## src/rtl/kicp_sram_arbiter.sv

```systemverilog
// kicp_sram_arbiter: shares one single-port SRAM macro between NUM_CH
// request/acknowledge channels. Channel 0 (Wishbone control) has strict
// priority, bounded by a starvation guard. The compute cores on channels
// 1..NUM_CH-1 share the remaining slots round-robin.

`ifndef KICP_SRAM_AWIDTH
`define KICP_SRAM_AWIDTH 12
`endif

module kicp_sram_arbiter #(
  parameter int NUM_CH       = 3,
  parameter int AWIDTH       = `KICP_SRAM_AWIDTH,
  parameter int DWIDTH       = 32,
  parameter int READ_LAT     = 1,
  parameter int STARVE_LIMIT = 4
) (
  input  logic                       clk,
  input  logic                       reset,
  input  logic [NUM_CH-1:0]          req,
  input  logic [NUM_CH-1:0]          we,
  input  logic [NUM_CH*DWIDTH/8-1:0] be,
  input  logic [NUM_CH*32-1:0]       addr,
  input  logic [NUM_CH*DWIDTH-1:0]   wdata,
  output logic [NUM_CH-1:0]          ack,
  output logic [DWIDTH-1:0]          rdata,
  output logic                       err,
  output logic                       busy,
  output logic                       sram_en,
  output logic [DWIDTH/8-1:0]        sram_we,
  output logic [AWIDTH-1:0]          sram_addr,
  output logic [DWIDTH-1:0]          sram_data_i,
  input  logic [DWIDTH-1:0]          sram_data_o
);

  localparam int BW = DWIDTH / 8;
  localparam int CW = (NUM_CH > 2) ? $clog2(NUM_CH) : 1;
  localparam int SW = (STARVE_LIMIT > 0) ? $clog2(STARVE_LIMIT + 1) : 1;
  localparam int LW = (READ_LAT > 1) ? $clog2(READ_LAT) : 1;

  localparam logic [SW-1:0] STARVE_MAX = SW'(STARVE_LIMIT);
  localparam logic [LW-1:0] LAT_LAST   = LW'(READ_LAT - 1);
  localparam logic [CW-1:0] CH_FIRST   = CW'(1);
  localparam logic [CW-1:0] CH_LAST    = CW'(NUM_CH - 1);

  typedef enum logic [1:0] {
    IDLE  = 2'd0,
    ISSUE = 2'd1,
    WAIT  = 2'd2,
    RESP  = 2'd3
  } state_t;

  state_t              state_q, state_d;
  logic [CW-1:0]       ch_q, ch_d;
  logic                we_q, we_d;
  logic [BW-1:0]       be_q, be_d;
  logic [AWIDTH-1:0]   addr_q, addr_d;
  logic [DWIDTH-1:0]   wdata_q, wdata_d;
  logic [DWIDTH-1:0]   rdata_q, rdata_d;
  logic                err_q, err_d;
  logic [LW-1:0]       latCnt_q, latCnt_d;
  logic [CW-1:0]       rrPtr_q, rrPtr_d;
  logic [SW-1:0]       starveCnt_q, starveCnt_d;

  logic                othersPending;
  logic                ch0Wins;
  logic                rrFound;
  logic                grantValid;
  logic [CW-1:0]       rrWinner;
  logic [CW-1:0]       winner;
  logic [31:0]         selAddr;

  // Maps a search offset from the round-robin pointer onto channels 1..NUM_CH-1.
  function automatic logic [CW-1:0] rrCandidate(input logic [CW-1:0] start, input int offset);
    int idx;
    idx = int'(start) - 1 + offset;
    if (idx >= NUM_CH - 1) idx = idx - (NUM_CH - 1);
    return CW'(idx + 1);
  endfunction

  // Picks the winning channel: channel 0 unless it is starving others, else round-robin.
  always_comb begin
    othersPending = |req[NUM_CH-1:1];
    ch0Wins       = req[0] && !(othersPending && (starveCnt_q == STARVE_MAX));
    rrFound       = 1'b0;
    rrWinner      = rrPtr_q;
    for (int i = 0; i < NUM_CH - 1; i++) begin
      if (!rrFound && req[rrCandidate(rrPtr_q, i)]) begin
        rrFound  = 1'b1;
        rrWinner = rrCandidate(rrPtr_q, i);
      end
    end
    grantValid = ch0Wins || rrFound;
    winner     = ch0Wins ? '0 : rrWinner;
    selAddr    = addr[int'(winner)*32 +: 32];
  end

  // Next-state logic for the access sequence and the arbitration bookkeeping.
  always_comb begin
    state_d     = state_q;
    ch_d        = ch_q;
    we_d        = we_q;
    be_d        = be_q;
    addr_d      = addr_q;
    wdata_d     = wdata_q;
    rdata_d     = rdata_q;
    err_d       = err_q;
    latCnt_d    = latCnt_q;
    rrPtr_d     = rrPtr_q;
    starveCnt_d = starveCnt_q;

    unique case (state_q)
      IDLE: begin
        if (grantValid) begin
          ch_d    = winner;
          we_d    = we[winner];
          be_d    = be[int'(winner)*BW +: BW];
          addr_d  = selAddr[AWIDTH-1:0];
          wdata_d = wdata[int'(winner)*DWIDTH +: DWIDTH];
          rdata_d = '0;
          if ((selAddr >> AWIDTH) == 32'd0) begin
            state_d = ISSUE;
            err_d   = 1'b0;
          end else begin
            state_d = RESP;
            err_d   = 1'b1;
          end
          if (ch0Wins) begin
            if (!othersPending) begin
              starveCnt_d = '0;
            end else if (starveCnt_q != STARVE_MAX) begin
              starveCnt_d = starveCnt_q + 1'b1;
            end
          end else begin
            starveCnt_d = '0;
            rrPtr_d     = (winner == CH_LAST) ? CH_FIRST : winner + 1'b1;
          end
        end
      end
      ISSUE: begin
        state_d  = WAIT;
        latCnt_d = '0;
      end
      WAIT: begin
        if (latCnt_q == LAT_LAST) begin
          state_d = RESP;
          rdata_d = we_q ? '0 : sram_data_o;
        end else begin
          latCnt_d = latCnt_q + 1'b1;
        end
      end
      RESP: begin
        state_d = IDLE;
        rdata_d = '0;
        err_d   = 1'b0;
      end
      default: state_d = IDLE;
    endcase
  end

  // State and datapath registers; reset abandons any access in flight.
  always_ff @(posedge clk or negedge reset) begin
    if (!reset) begin
      state_q     <= IDLE;
      ch_q        <= '0;
      we_q        <= 1'b0;
      be_q        <= '0;
      addr_q      <= '0;
      wdata_q     <= '0;
      rdata_q     <= '0;
      err_q       <= 1'b0;
      latCnt_q    <= '0;
      rrPtr_q     <= CH_FIRST;
      starveCnt_q <= '0;
    end else begin
      state_q     <= state_d;
      ch_q        <= ch_d;
      we_q        <= we_d;
      be_q        <= be_d;
      addr_q      <= addr_d;
      wdata_q     <= wdata_d;
      rdata_q     <= rdata_d;
      err_q       <= err_d;
      latCnt_q    <= latCnt_d;
      rrPtr_q     <= rrPtr_d;
      starveCnt_q <= starveCnt_d;
    end
  end

  // SRAM strobes exist only in ISSUE and the ack pulse only in RESP, so both fall with reset.
  always_comb begin
    ack         = '0;
    sram_en     = 1'b0;
    sram_we     = '0;
    sram_addr   = '0;
    sram_data_i = '0;
    if (state_q == RESP) begin
      ack[ch_q] = 1'b1;
    end
    if (state_q == ISSUE) begin
      sram_en     = 1'b1;
      sram_we     = we_q ? be_q : '0;
      sram_addr   = addr_q;
      sram_data_i = wdata_q;
    end
  end

  assign rdata = rdata_q;
  assign err   = err_q;
  assign busy  = (state_q != IDLE);

endmodule

```

## config.mk

```make
export PLATFORM = sky130hd
export DESIGN_NAME = kicp_sram_arbiter
export DESIGN_NICKNAME = d
export VERILOG_FILES = /design/src/rtl/kicp_sram_arbiter.sv
export SDC_FILE = /design/constraint.sdc
export NUM_CORES = 1
export LEC_CHECK = 0
export CAP_MARGIN = 25
export CORE_AREA = 2 2 130 132
export CTS_BUF_LIST = sky130_fd_sc_hd__clkbuf_4
export DETAILED_ROUTE_END_ITERATION = 10
export DIE_AREA = 0 0 132 134
export PLACE_DENSITY = 0.85
export SKIP_LAST_GASP = 1
export SLEW_MARGIN = 5
export SYNTH_ARGS = -nofsm -noshare
export SYNTH_HDL_FRONTEND = slang
export SYNTH_SLANG_ARGS = --single-unit
export TNS_END_PERCENT = 10
```

## constraint.sdc

```tcl
create_clock -name clk -period 3.3 [get_ports clk]
set_clock_uncertainty 0.1 [all_clocks]
set_input_delay 0.495 -clock clk [delete_from_list [all_inputs] [get_ports clk]]
set_output_delay 0.495 -clock clk [all_outputs]
set_load 0.005 [all_outputs]
```

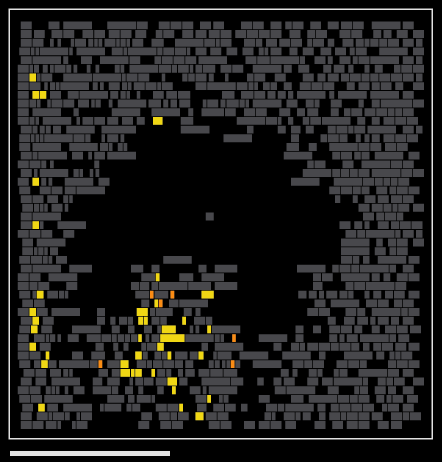
**Above:** run 1 (selected gate families).
Bar = 50 um.
Orange marks inverters, cells 6. Yellow marks NOR gates, cells 39.
fraction of standard cell area in multi-input logic: 0.328
tally of non-filler cells in the final layout: 1162
Top cell excl fill/tap: sky130_fd_sc_hd__clkdlybuf4s50_1

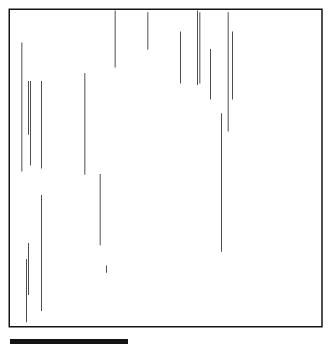
**Above:** run 1 (signal wires on met4).
Bar = 50 um.
The wires run mostly vertical. 17 nets have wire on it.

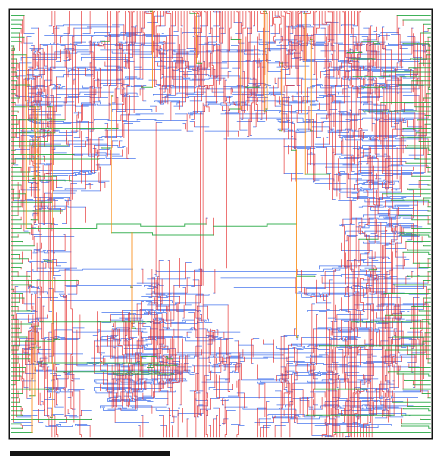
**Above:** run 1 (wiring by layer).
Bar = 50 um.
Blue marks met1, wire length 7750 um. Green marks met3, wire length 1590 um. Orange marks met4, wire length 603 um. Red marks met2, wire length 10200 um.
via count: 5899
Overall Global Routing Usage: 0.225
Total Routed Length: 20.2 mm
Routed wire per std cell: 17.4 um

==> impl_report.txt, run 1 <==
FLOW METRICS REPORT
----------------------------------------------------
[Run status]
  Status ........................ finished clean

[Run]
  Total number of warnings across the stage logs ........................ 32
  # Max-Cap Violations ........................ 0

[Timing]
  Number of hold-slack violations in the final timing report ........................ 0
  Worst rel slew slack ........................ 0.546
  Final clock period utilization by the worst path ........................ 0.964
  Final setup slack of the worst path ........................ 0.120 ns
  Period minus WS final ........................ 3.18 ns
  Tightest Pin Transition ........................ 0.675 ns
  Unrepaired setup endpoints after global routing ........................ true
  Final count of pins violating max slew ........................ 0
  Worst Hold Margin ........................ 0.395 ns
  Total Negative Setup Slacks ........................ 0 ns
  Peak Freq ........................ 314 MHz
  Number of failing setup endpoints in the final timing report ........................ 0

[Routing]
  Max Used Layer ........................ met4
  Number of DRC violations after detailed-routing iteration 0 ........................ 265
  Metal-1 WL ........................ 7.75 mm
  Wire length on met2 ........................ 10.2 mm
  Routed via count divided by cell count ........................ 5.08
  Remaining DRCs ........................ 0
  Remaining antenna violation count after routing ........................ 0
  Iteration tally of the first detailed-router pass ........................ 4
  Detail Route met3 WL ........................ 1.59 mm

[Synthesis]
  Flip-flop cell with the highest count after synthesis ........................ sky130_fd_sc_hd__dfrtp_1
  Distinct lib cells ........................ 61
  Count of instantiated cells in the yosys netlist ........................ 618
  Proportion of synthesized flip-flops having asynchronous set or reset ........................ 1.00
  Post-synth area from yosys stat ........................ 5670 um^2
  Nets at Floorplan ........................ 870
  Register share after synthesis ........................ 0.402
  Flip-flop and latch count after synthesis ........................ 91
  Flip-flops with a built-in enable ........................ 0
  Synth Instances ........................ 618
  Synthesis warning total ........................ 0
  Cell area after technology mapping ........................ 5670 um^2
  Mapped Avg Cell Area ........................ 9.18 um^2

[Cells and area]
  # fillers ........................ 1386
  Share of cells above drive strength 1 ........................ 0.0840
  Final Util ........................ 0.579
  Post-route cell area ........................ 9430 um^2
  Commonest cells after routing, fill and taps aside ........................ sky130_fd_sc_hd__clkdlybuf4s50_1, sky130_fd_sc_hd__nand2_1, sky130_fd_sc_hd__dfrtp_1, sky130_fd_sc_hd__mux2i_1, sky130_fd_sc_hd__o21ai_0
  P&R area growth vs syn ........................ 66.2%
  Net count reported at finish ........................ 1188

[Clocking]
  Gates resized, CTS repair ........................ 0
  Number of buffers added to fix hold violations after cts ........................ 1
  Clock slew at reported path FFs ........................ 0.17 ns
  CTS tree ........................ yes
  Setup bufs post-CTS ........................ 0
  Clock H-tree levels ........................ 3
  Sink Count ........................ 91
  Maximum clock insertion buffer count ........................ 2
  Cell at the root of the clock tree ........................ sky130_fd_sc_hd__clkbuf_4
  Number of clock buffers inserted by TritonCTS ........................ 9
  Clk latency late pin ........................ 0.46 ns

[Worst setup path]
  Required @ worst endpoint ........................ 3.58 ns
  Setup crit end kind ........................ register
  Max FO, Critical Path ........................ 13
  Worst Setup Path Type ........................ reg -> reg
  Critical Path AT ........................ 3.46 ns
  Kind of launch point of the worst setup path ........................ register

[Pwr]
  LEAKAGE ........................ 3.80 nW
  Cell-internal power ........................ 4.10 mW
  Total power density per cell area ........................ 722 nW/um^2
  Reported combinational group power ........................ 4.23 mW
  Fraction of power consumed by the clock network ........................ 0.100
  Sequential power share ........................ 0.280
  Power Clock ........................ 678 uW
  Combinational share of power ........................ 0.621
  Power drawn by the sequential cells ........................ 1.91 mW
  Peak supply drop ........................ 0.502 mV
  Power group with the highest consumption ........................ combinational logic
  Sw frac ........................ 0.398
  Net switching power figure ........................ 2.71 mW

[Global route]
  Residual overflow from global routing ........................ 0
  M3 GR Usage ........................ 0.0544
  Global routing usage on met2 ........................ 0.400
  Wire length of the first global-routing pass ........................ 31.4 mm
  Antenna violations before repair ........................ 1
  Pin count of the biggest net entering global routing ........................ 64
  Met1 track demand over resource in global routing ........................ 0.259
  Global-route layer with the greatest usage ........................ met2
  Number of global-route vias before repair ........................ 5923

[Floorplanning]
  Floorplan Core Area ........................ 16300 um^2
  Chip Area ........................ 17700 um^2
  Width of the die ........................ 132 um
  # IOs ........................ 330
  Row cnt ........................ 47
  Floorplan die height ........................ 134 um
  Initial Utilization ........................ 0.348

[Placement]
  Placed Instance Area ........................ 9250 um^2
  Dpl hpwl ........................ 15.5 mm
  Gp weighted congestion ........................ 0.856
  Count of input and output buffers ........................ 329
  Post-Place Setup Slack ........................ 0.152 ns

[Hold path]
  Class of the tightest hold or removal check ........................ reg -> reg

----------------------------------------------------
[run 1: final timing paths]
kind / from / end / slack, ns / cells past startpoint
setup / recovery: rrPtr_q[0] / wdata_q[7] / 0.12 / 11
hold / removal: rdata[4] / rdata[4] / 0.40 / 2
setup reg to reg: rrPtr_q[0] / wdata_q[7] / 0.12 / 11
hold reg to reg: rdata[4] / rdata[4] / 0.40 / 2
max in group asynchronous: reset / rdata[16] / 1.88 / 4
min in group asynchronous: reset / wdata_q[13] / 0.46 / 2
[run 1: metrics by stage]
step | std cells | power [mW]
global route | 1162 | 7.32
finish | 1162 | 6.81
floorplan | 618 | 4.41
detailed placement | 1142 | 6.15
global placement | 1141 | 6.03
CTS | 1159 | 6.86
[run 1: area by class of cell]
type / count / area [um^2] / area share
Antenna cell: 1 / 2.50 / 0.000265
Clock buffer: 9 / 67.6 / 0.00716
Clock inverter: 7 / 82.6 / 0.00876
Inverter: 6 / 22.5 / 0.00239
Multi-Input combinational cell: 470 / 3100 / 0.328
Sequential cell: 91 / 2280 / 0.242
Tap cell: 220 / 275 / 0.0292
Timing Repair Buffer: 358 / 3610 / 0.382
[run 1: cells in the mapped netlist, types with 3 or more instances]
library cell                n  area, um^2
sky130_fd_sc_hd__a21o_1     3        22.5
sky130_fd_sc_hd__a21oi_1    8        40.0
sky130_fd_sc_hd__and2_1    45         282
sky130_fd_sc_hd__and3_1     5        31.3
sky130_fd_sc_hd__buf_2     26         130
sky130_fd_sc_hd__buf_4      4        30.0
sky130_fd_sc_hd__buf_6      4        45.0
sky130_fd_sc_hd__clkbuf_1  16        60.1
sky130_fd_sc_hd__dfrtp_1   90        2250
sky130_fd_sc_hd__ha_1       8         100
sky130_fd_sc_hd__inv_1      5        18.8
sky130_fd_sc_hd__mux2_2    14         158
sky130_fd_sc_hd__mux2i_1   50         500
sky130_fd_sc_hd__nand2_1   90         338
sky130_fd_sc_hd__nand2b_1   5        31.3
sky130_fd_sc_hd__nand3_1   41         205
sky130_fd_sc_hd__nor2_1    13        48.8
sky130_fd_sc_hd__nor4_1    13        81.3
sky130_fd_sc_hd__o211ai_1  36         270
sky130_fd_sc_hd__o21a_1    38         285
sky130_fd_sc_hd__o21ai_0   48         240
sky130_fd_sc_hd__o21ai_1    5        25.0
[run 1: cell families after synthesis]
logic type               synth area share
XOR/XNOR                          0.00309
adder cells (fa/ha/maj)            0.0176
AND-OR/OR-AND                       0.192
buffers and inverters              0.0542
flip-flops                          0.402
AND/OR/NAND/NOR                     0.215
multiplexers                        0.116
[run 1: worst max-delay path, cell delays in order, from the launching register on]
cell	delay [ns]
sky130_fd_sc_hd__dfstp_2	0.56
sky130_fd_sc_hd__clkinv_1	0.08
sky130_fd_sc_hd__ha_1	0.37
sky130_fd_sc_hd__buf_4	0.18
sky130_fd_sc_hd__nor3b_1	0.15
sky130_fd_sc_hd__nor4b_1	0.46
sky130_fd_sc_hd__nor2_2	0.16
sky130_fd_sc_hd__nand2_4	0.26
sky130_fd_sc_hd__buf_4	0.26
sky130_fd_sc_hd__mux2i_1	0.28
sky130_fd_sc_hd__o211ai_1	0.13
sky130_fd_sc_hd__o21a_1	0.12
**Run 1: cells colored by class**

Bar = 50 um. Fill, decap, tap and diode cells in gray.
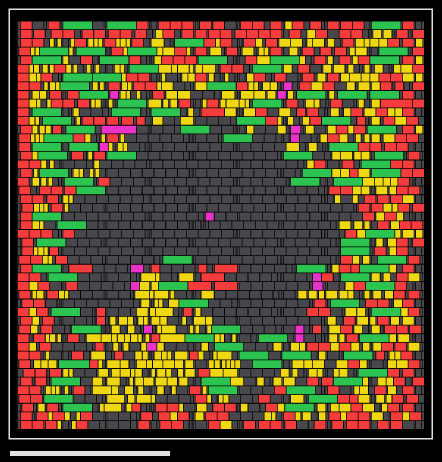

==> inputs of run 2 (changes only) <==
--- a/config.mk
+++ b/config.mk
@@ -7,7 +7,7 @@
 export LEC_CHECK = 0
 export CAP_MARGIN = 25
 export CORE_AREA = 2 2 130 132
-export CTS_BUF_LIST = sky130_fd_sc_hd__clkbuf_4
+export CTS_BUF_LIST = sky130_fd_sc_hd__clkbuf_8
 export DETAILED_ROUTE_END_ITERATION = 10
 export DIE_AREA = 0 0 132 134
 export PLACE_DENSITY = 0.85
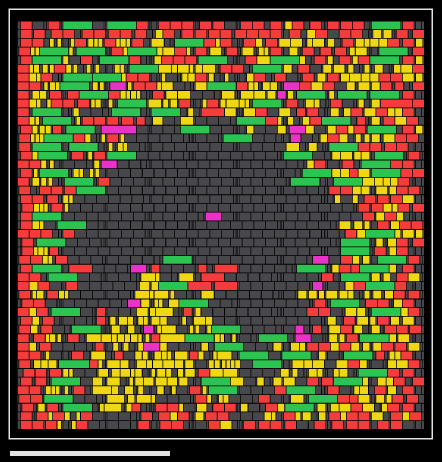
**Above:** run 2 (cells colored by class).
Bar = 50 um. Fill, decap, tap and diode cells in gray.
Yellow marks all other logic, cells 476, share of their area 34%. Green marks flops, cells 91, share of their area 25%. Magenta marks clock drivers and dummy loads, cells 16, share of their area 2.2%. Red marks other buffers and delay cells, cells 358, share of their area 39%.
Final Util: 0.582
flop share of the area: 0.240
row cnt: 47
Floorplan Core Area: 16300 um^2

==> run 2 against run 1 <==
Final area rose by 0.57%; clock power is 21% higher; largest cell class unchanged; critical path type unchanged; sequential cell count unchanged; highest routed layer unchanged; register-to-register slack gained 0.02 ns.
==> impl_report.txt, run 2 <==
FLOW METRICS REPORT
----------------------------------------------------
[Run status]
  Status ........................ finished clean

[Routing]
  Routed via count divided by cell count ........................ 5.07 (-0.19%)
  Iteration tally of the first detailed-router pass ........................ 4 (unchanged)
  Remaining DRCs ........................ 0 (unchanged)
  Via count ........................ 5883 (-0.27%)
  Routed wire per std cell ........................ 17.4 um (+0.15%)
  Remaining antenna violation count after routing ........................ 0 (unchanged)
  Number of DRC violations after detailed-routing iteration 0 ........................ 287 (+8.3%)
  Total Routed Length ........................ 20.2 mm (about the same)

[Timing]
  Unrepaired setup endpoints after global routing ........................ true
  Number of failing setup endpoints in the final timing report ........................ 0 (unchanged)
  Final count of pins violating max slew ........................ 0 (unchanged)
  Peak Freq ........................ 316 MHz (+0.48%)
  Number of hold-slack violations in the final timing report ........................ 0 (unchanged)
  Worst rel slew slack ........................ 0.499 (-0.0461)
  Tightest Pin Transition ........................ 0.744 ns (+0.0685 ns)
  Period minus WS final ........................ 3.16 ns (-0.0153 ns)
  Final clock period utilization by the worst path ........................ 0.959 (-0.00464)

[Synthesis]
  Flip-flops with a built-in enable ........................ 0 (unchanged)
  Leading cell types by total area after synthesis ........................ sky130_fd_sc_hd__dfrtp_1, sky130_fd_sc_hd__mux2i_1, sky130_fd_sc_hd__nand2_1
  Register share after synthesis ........................ 0.402 (unchanged)
  Cell type with the largest total area after synthesis ........................ sky130_fd_sc_hd__dfrtp_1
  Proportion of synthesized flip-flops having asynchronous set or reset ........................ 1.00 (unchanged)
  Cell area after technology mapping ........................ 5670 um^2 (unchanged)
  Nets at Floorplan ........................ 870 (unchanged)
  Top cell type's share of synthesized area ........................ 0.397 (unchanged)
  Count of instantiated cells in the yosys netlist ........................ 618 (unchanged)
  Distinct lib cells ........................ 61 (unchanged)
  Mapped Avg Cell Area ........................ 9.18 um^2 (unchanged)
  Most frequent cells after synthesis ........................ sky130_fd_sc_hd__dfrtp_1, sky130_fd_sc_hd__nand2_1, sky130_fd_sc_hd__mux2i_1, sky130_fd_sc_hd__o21ai_0, sky130_fd_sc_hd__and2_1
  Synthesis warning total ........................ 0 (unchanged)
  Flip-flop and latch count after synthesis ........................ 91 (unchanged)
  Flip-flop cell with the highest count after synthesis ........................ sky130_fd_sc_hd__dfrtp_1
  Synth Instances ........................ 618 (unchanged)
  Post-synth area from yosys stat ........................ 5670 um^2 (unchanged)

[Worst setup path]
  Critical Path AT ........................ 3.34 ns (-0.12 ns)
  Setup crit end kind ........................ register
  Setup slack of the worst register-to-register path ........................ 0.14 ns (+0.02 ns)
  Kind of launch point of the worst setup path ........................ register
  Worst Setup Path Type ........................ reg -> reg
  Required @ worst endpoint ........................ 3.48 ns (-0.10 ns)
  Max FO, Critical Path ........................ 13 (unchanged)

[Floorplanning]
  Chip Area ........................ 17700 um^2 (unchanged)
  Initial Utilization ........................ 0.348 (unchanged)
  # IOs ........................ 330 (unchanged)
  Width of the die ........................ 132 um (unchanged)
  Floorplan die height ........................ 134 um (unchanged)

[Global route]
  Residual overflow from global routing ........................ 0 (unchanged)
  Overall Global Routing Usage ........................ 0.226 (+0.000488)
  Wire length of the first global-routing pass ........................ 31.5 mm (+0.22%)
  Number of global-route vias before repair ........................ 5919 (-0.068%)
  Pin count of the biggest net entering global routing ........................ 64 (unchanged)
  Antenna violations before repair ........................ 0 (-1)

[Run]
  # Max-Cap Violations ........................ 0 (unchanged)
  Total number of warnings across the stage logs ........................ 32 (unchanged)

[Pwr]
  Peak supply drop ........................ 0.475 mV (-5.4%)
  LEAKAGE ........................ 3.83 nW (+0.61%)
  Total power density per cell area ........................ 734 nW/um^2 (+1.6%)

[Hold path]
  Class of the tightest hold or removal check ........................ reg -> reg

[Cells and area]
  Net count reported at finish ........................ 1188 (unchanged)
  Total inserted antenna cells ........................ 0 (-1)
  Top cell excl fill/tap ........................ sky130_fd_sc_hd__clkdlybuf4s50_1
  P&R area growth vs syn ........................ 67.2%
  Tally of non-filler cells in the final layout ........................ 1161 (-0.086%)
  Share of cells above drive strength 1 ........................ 0.0840 (unchanged)
  Commonest cells after routing, fill and taps aside ........................ sky130_fd_sc_hd__clkdlybuf4s50_1, sky130_fd_sc_hd__nand2_1, sky130_fd_sc_hd__dfrtp_1, sky130_fd_sc_hd__mux2i_1, sky130_fd_sc_hd__o21ai_0

[Clocking]
  Clk latency late pin ........................ 0.37 ns (-0.09 ns)
  Sink Count ........................ 91 (unchanged)
  Cell at the root of the clock tree ........................ sky130_fd_sc_hd__clkbuf_8
  Clock H-tree levels ........................ 3 (unchanged)
  Maximum clock insertion buffer count ........................ 2 (unchanged)
  Number of clock buffers inserted by TritonCTS ........................ 9 (unchanged)
  CTS tree ........................ yes
  Clock slew at reported path FFs ........................ 0.10 ns (-0.07 ns)

[Placement]
  Dpl hpwl ........................ 15.5 mm (unchanged)
  Gp weighted congestion ........................ 0.856 (unchanged)
  Count of input and output buffers ........................ 329 (unchanged)
  Post-Place Cells ........................ 1142 (unchanged)

----------------------------------------------------
-- run 2: netlist changes by cell type in the layout (fill, tap and decap cells not counted) --
cell                       change
sky130_fd_sc_hd__clkbuf_8      +9
sky130_fd_sc_hd__diode_2       -1
sky130_fd_sc_hd__clkbuf_4      -9
-- run 2: through the flow --
step | cell area [um^2] | hold slack (ns) | setup TNS [ns] | power [mW] | setup WS (ns)
5_1_grt | 9490 | 0.411 | -0.0497 | 7.47 | -0.0285
4_1_cts | 9470 | 0.391 | 0 | 7.00 | 0.166
3_3_place_gp | 9230 | 0.361 | 0 | 6.03 | 0.169
6_report | 9490 | 0.384 | 0 | 6.96 | 0.135
3_5_place_dp | 9250 | 0.369 | 0 | 6.15 | 0.152
2_1_floorplan | 5670 | 0.0994 | 0 | 4.41 | 0.291
-- run 2: cell families after synthesis --
logic type	count (synthesis)	share of synthesized area
AOI/OAI and AO/OA	159	0.192
DFF	91	0.402
adders and majority gates	8	0.0176
buffers and inverters	57	0.0542
muxes	64	0.116
and+or+nand+nor	237	0.215
xor gates and xnor gates	2	0.00309
-- run 2: final cells by class --
type / count / area, um^2
Multi-Input combinational cell: 470 / 3100
Tap cell: 220 / 275
Clock buffer: 9 / 124
Sequential cell: 91 / 2280
Clock inverter: 7 / 82.6
Fill cell: 1375 / 6800
Inverter: 6 / 22.5
Timing Repair Buffer: 358 / 3610
-- run 2: worst max-delay path, stage by stage (launching register included) --
cell and delay (ns):
sky130_fd_sc_hd__dfstp_2 0.54, sky130_fd_sc_hd__clkinv_1 0.08, sky130_fd_sc_hd__ha_1 0.37, sky130_fd_sc_hd__buf_4 0.18, sky130_fd_sc_hd__nor3b_1 0.14, sky130_fd_sc_hd__nor4b_1 0.45, sky130_fd_sc_hd__nor2_2 0.16, sky130_fd_sc_hd__nand2_4 0.26
sky130_fd_sc_hd__buf_4 0.26, sky130_fd_sc_hd__mux2i_1 0.28, sky130_fd_sc_hd__o211ai_1 0.13, sky130_fd_sc_hd__o21a_1 0.12
-- run 2: worst paths after layout --
check	start	to	depth (start not counted)
min	rdata[4]	rdata[4]	2
min reg2reg	rdata[4]	rdata[4]	2
max	rrPtr_q[0]	wdata_q[7]	11
max in group asynchronous	reset	rdata[16]	4
max reg2reg	rrPtr_q[0]	wdata_q[7]	11
min in group asynchronous	reset	wdata_q[18]	2
-- run 2: what timing repair did --
action | 4_1_cts | 5_1_grt
hold buffers | 1 | 0
setup endpoints to repair | 0 | 7
buffers inserted | 0 | 2
gates resized | 0 | 0
hold endpoints to repair | 22 | 0
-- run 2: where the power goes --
part | internal [mW] | leakage (nW) | switching (mW)
clock | 0.362 | 0.0984 | 0.456
sequential | 1.63 | 1.11 | 0.283
combinational | 2.23 | 2.62 | 2.00
-- run 2: routing by layer --
layer	track usage	share of wire
met1	0.260	0.39
met2	0.400	0.51
met3	0.0556	0.074
met4	0.0948	0.029
met5	0	0
==> inputs of run 3 (changes only) <==
--- a/config.mk
+++ b/config.mk
@@ -16,4 +16,4 @@
 export SYNTH_ARGS = -nofsm -noshare
 export SYNTH_HDL_FRONTEND = slang
 export SYNTH_SLANG_ARGS = --single-unit
-export TNS_END_PERCENT = 10
+export TNS_END_PERCENT = 5
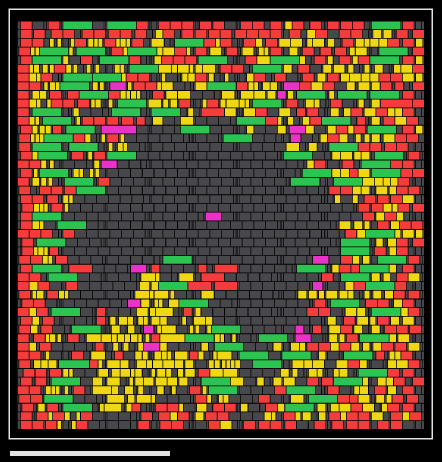
**Above:** run 3 (cells colored by class).
Bar = 50 um. Fill, decap, tap and diode cells in gray.
Yellow marks all other logic, cells 476, share of their area 34%. Magenta marks clock drivers and dummy loads, cells 16, share of their area 2.2%. Red marks other buffers and delay cells, cells 358, share of their area 39%. Green marks flops, cells 91, share of their area 25%.
post-route cell area: 9490 um^2

==> run 3 against run 2 <==
Clock power about the same; area after synthesis is the same; final cell count unchanged; sequential power about the same; final area unchanged; synthesized cell count stayed put; combinational power barely moved; highest routed layer unchanged.
==> impl_report.txt, run 3 <==
FLOW METRICS REPORT
----------------------------------------------------
[Worst setup path]
  Critical Path AT ........................ 3.34 ns (about the same)
  Setup crit end kind ........................ register
  Beginning of the worst register-to-register path ........................ rrPtr_q[0]
  Setup slack of the worst register-to-register path ........................ 0.14 ns (about the same)
  Required @ worst endpoint ........................ 3.48 ns (about the same)
  Sequence of cells on the critical path ........................ clkinv_1 > ha_1 > buf_4 > nor3b_1 > nor4b_1 > nor2_2 > nand2_4 > buf_4 > mux2i_1 > o211ai_1 > o21a_1
  Kind of launch point of the worst setup path ........................ register
  Worst Setup SP ........................ rrPtr_q[0]
  Endpoint of the worst register-to-register path ........................ wdata_q[7]
  Slowest cell on crit path ........................ sky130_fd_sc_hd__dfstp_2
  Critical Path Most Common Cell ........................ sky130_fd_sc_hd__buf_4
  Max FO, Critical Path ........................ 13 (unchanged)
  Peak per-stage delay on the critical path ........................ 0.54 ns (about the same)
  Worst Setup Path Type ........................ reg -> reg
  Number of cells on the worst reg-to-reg path ........................ 11 (unchanged)

[Floorplanning]
  Width of the die ........................ 132 um (unchanged)
  Floorplan die height ........................ 134 um (unchanged)
  Floorplan Core Area ........................ 16300 um^2 (unchanged)
  Chip Area ........................ 17700 um^2 (unchanged)
  Initial Utilization ........................ 0.348 (unchanged)
  Row cnt ........................ 47 (unchanged)
  # IOs ........................ 330 (unchanged)

[Synthesis]
  Nets at Floorplan ........................ 870 (unchanged)
  Top cell type's share of synthesized area ........................ 0.397 (unchanged)
  Post-synth area from yosys stat ........................ 5670 um^2 (unchanged)
  Synth Instances ........................ 618 (unchanged)
  Distinct lib cells ........................ 61 (unchanged)
  Proportion of synthesized flip-flops having asynchronous set or reset ........................ 1.00 (unchanged)
  Flip-flops with a built-in enable ........................ 0 (unchanged)
  Flip-flop cell with the highest count after synthesis ........................ sky130_fd_sc_hd__dfrtp_1
  Synthesis warning total ........................ 0 (unchanged)
  Count of instantiated cells in the yosys netlist ........................ 618 (unchanged)
  Flip-flop and latch count after synthesis ........................ 91 (unchanged)
  Register share after synthesis ........................ 0.402 (unchanged)
  Cell area after technology mapping ........................ 5670 um^2 (unchanged)
  Cell type with the largest total area after synthesis ........................ sky130_fd_sc_hd__dfrtp_1
  Leading cell types by total area after synthesis ........................ sky130_fd_sc_hd__dfrtp_1, sky130_fd_sc_hd__mux2i_1, sky130_fd_sc_hd__nand2_1
  Mapped Avg Cell Area ........................ 9.18 um^2 (unchanged)
  Most frequent cells after synthesis ........................ sky130_fd_sc_hd__dfrtp_1, sky130_fd_sc_hd__nand2_1, sky130_fd_sc_hd__mux2i_1, sky130_fd_sc_hd__o21ai_0, sky130_fd_sc_hd__and2_1

[Routing]
  Remaining DRCs ........................ 0 (unchanged)
  Number of DRC violations after detailed-routing iteration 0 ........................ 287 (unchanged)
  Routed via count divided by cell count ........................ 5.07 (unchanged)
  Iteration tally of the first detailed-router pass ........................ 4 (unchanged)
  Routed wire per std cell ........................ 17.4 um (unchanged)
  Remaining antenna violation count after routing ........................ 0 (unchanged)
  Total Routed Length ........................ 20.2 mm (unchanged)
  Via count ........................ 5883 (unchanged)

[Timing]
  Final setup slack of the worst path ........................ 0.135 ns (unchanged)
  Number of failing setup endpoints in the final timing report ........................ 0 (unchanged)
  Peak Freq ........................ 316 MHz (unchanged)
  Final clock period utilization by the worst path ........................ 0.959 (unchanged)
  Worst rel slew slack ........................ 0.499 (unchanged)
  Period minus WS final ........................ 3.16 ns (unchanged)
  Unrepaired setup endpoints after global routing ........................ true
  Number of hold-slack violations in the final timing report ........................ 0 (unchanged)
  Worst Hold Margin ........................ 0.384 ns (unchanged)
  Tightest Pin Transition ........................ 0.744 ns (unchanged)
  Final count of pins violating max slew ........................ 0 (unchanged)

[Global route]
  Antenna violations before repair ........................ 0 (unchanged)
  Pin count of the biggest net entering global routing ........................ 64 (unchanged)
  Overall Global Routing Usage ........................ 0.226 (unchanged)
  Number of global-route vias before repair ........................ 5919 (unchanged)
  Wire length of the first global-routing pass ........................ 31.5 mm (unchanged)
  Residual overflow from global routing ........................ 0 (unchanged)

[Clocking]
  Cell at the root of the clock tree ........................ sky130_fd_sc_hd__clkbuf_8
  Sink Count ........................ 91 (unchanged)
  Maximum clock insertion buffer count ........................ 2 (unchanged)
  CTS tree ........................ yes
  Clk latency late pin ........................ 0.37 ns (about the same)
  Number of clock buffers inserted by TritonCTS ........................ 9 (unchanged)
  Clock slew at reported path FFs ........................ 0.10 ns (about the same)
  Clock H-tree levels ........................ 3 (unchanged)
  Gates resized, CTS repair ........................ 0 (unchanged)

[Placement]
  Count of input and output buffers ........................ 329 (unchanged)
  Dpl hpwl ........................ 15.5 mm (unchanged)
  Post-Place Setup Slack ........................ 0.152 ns (unchanged)
  Gp weighted congestion ........................ 0.856 (unchanged)
  Placed Instance Area ........................ 9250 um^2 (unchanged)

[Cells and area]
  P&R area growth vs syn ........................ 67.2% (unchanged)
  Share of cells above drive strength 1 ........................ 0.0840 (unchanged)
  Final Util ........................ 0.582 (unchanged)
  Total inserted antenna cells ........................ 0 (unchanged)
  # fillers ........................ 1375 (unchanged)
  Commonest cells after routing, fill and taps aside ........................ sky130_fd_sc_hd__clkdlybuf4s50_1, sky130_fd_sc_hd__nand2_1, sky130_fd_sc_hd__dfrtp_1, sky130_fd_sc_hd__mux2i_1, sky130_fd_sc_hd__o21ai_0
  Top cell excl fill/tap ........................ sky130_fd_sc_hd__clkdlybuf4s50_1
  Net count reported at finish ........................ 1188 (unchanged)
  Flop area ........................ 2280 um^2 (unchanged)
  Combined area of the multi-input logic cells ........................ 3100 um^2 (unchanged)

[Hold path]
  Beginning of the worst hold path ........................ rdata[4]
  Depth of the worst hold-timing path ........................ 2 (unchanged)
  Class of the tightest hold or removal check ........................ reg -> reg
  Hold-critical path endpoint ........................ rdata[4]

[Run]
  Total number of warnings across the stage logs ........................ 32 (unchanged)
  # Max-Cap Violations ........................ 0 (unchanged)

[Pwr]
  Post-route total power ........................ 6.96 mW (unchanged)
  Total power density per cell area ........................ 734 nW/um^2 (unchanged)
  LEAKAGE ........................ 3.83 nW (unchanged)
  Peak supply drop ........................ 0.475 mV (unchanged)

[Run status]
  Status ........................ finished clean

----------------------------------------------------
## run 3: power by group
| group | total, mW | switching [mW] | internal (mW) | leakage (nW) |
|---|---|---|---|---|
| clock | 0.818 | 0.456 | 0.362 | 0.0984 |
| sequential | 1.91 | 0.283 | 1.63 | 1.11 |
| combinational | 4.23 | 2.00 | 2.23 | 2.62 |
## run 3: final cells by class
class | count | area share
inverter | 6 | 0.00237
multi-input combinational | 470 | 0.326
sequential | 91 | 0.240
tap | 220 | 0.0290
timing repair buffer | 358 | 0.380
clock inverter | 7 | 0.00871
clock buffer | 9 | 0.0131
## run 3: how the worst max path moves through the flow
| stage | endpoint | slack [ns] |
|---|---|---|
| 4_1_cts | wdata_q[23] | 0.17 |
| 3_5_place_dp | wdata_q[0] | 0.15 |
| 3_3_place_gp | wdata_q[0] | 0.17 |
| 2_1_floorplan | wdata_q[31] | 0.29 |
| 5_1_grt | wdata_q[28] | -0.03 |
| 6_report | wdata_q[7] | 0.14 |
## run 3: what timing repair did
action                                 CTS  global route
buffers inserted                         0             2
hold buffers                             1             0
setup endpoints to repair                0             7
endpoints found under the hold margin   22             0
## run 3: worst max-delay path, delay by kind of cell (launching register included)
family	cells	cell delay [ns]
AOI/OAI and AO/OA	2	0.25
adders and majority gates	1	0.37
buffers and inverters	3	0.52
DFF	1	0.54
muxes	1	0.28
and+or+nand+nor	4	1.01
## run 3: stage by stage
step | instances | setup TNS, ns
after global placement | 1141 | 0
after detailed placement | 1142 | 0
after floorplan | 618 | 0
after CTS | 1159 | 0
after global routing | 1161 | -0.0497
final | 1161 | 0
## run 3: kinds of logic after synthesis
logic type,Yosys count,synth area share
fa+ha+maj,8,0.0176
flops,91,0.402
mux,64,0.116
buf+inv,57,0.0542
xor+xnor,2,0.00309
compound gates,159,0.192
simple gates,237,0.215
## run 3: per-layer routing
metal | routed length [um] | share of wire | GRT usage | vias up
met5 | 0 | 0 | 0 | -
met2 | 10300 | 0.51 | 0.400 | 262
met3 | 1500 | 0.074 | 0.0556 | 41
li1 | - | - | - | 2842
met4 | 591 | 0.029 | 0.0948 | 0
met1 | 7800 | 0.39 | 0.260 | 2738
Power and IR drop assume default switching activity.
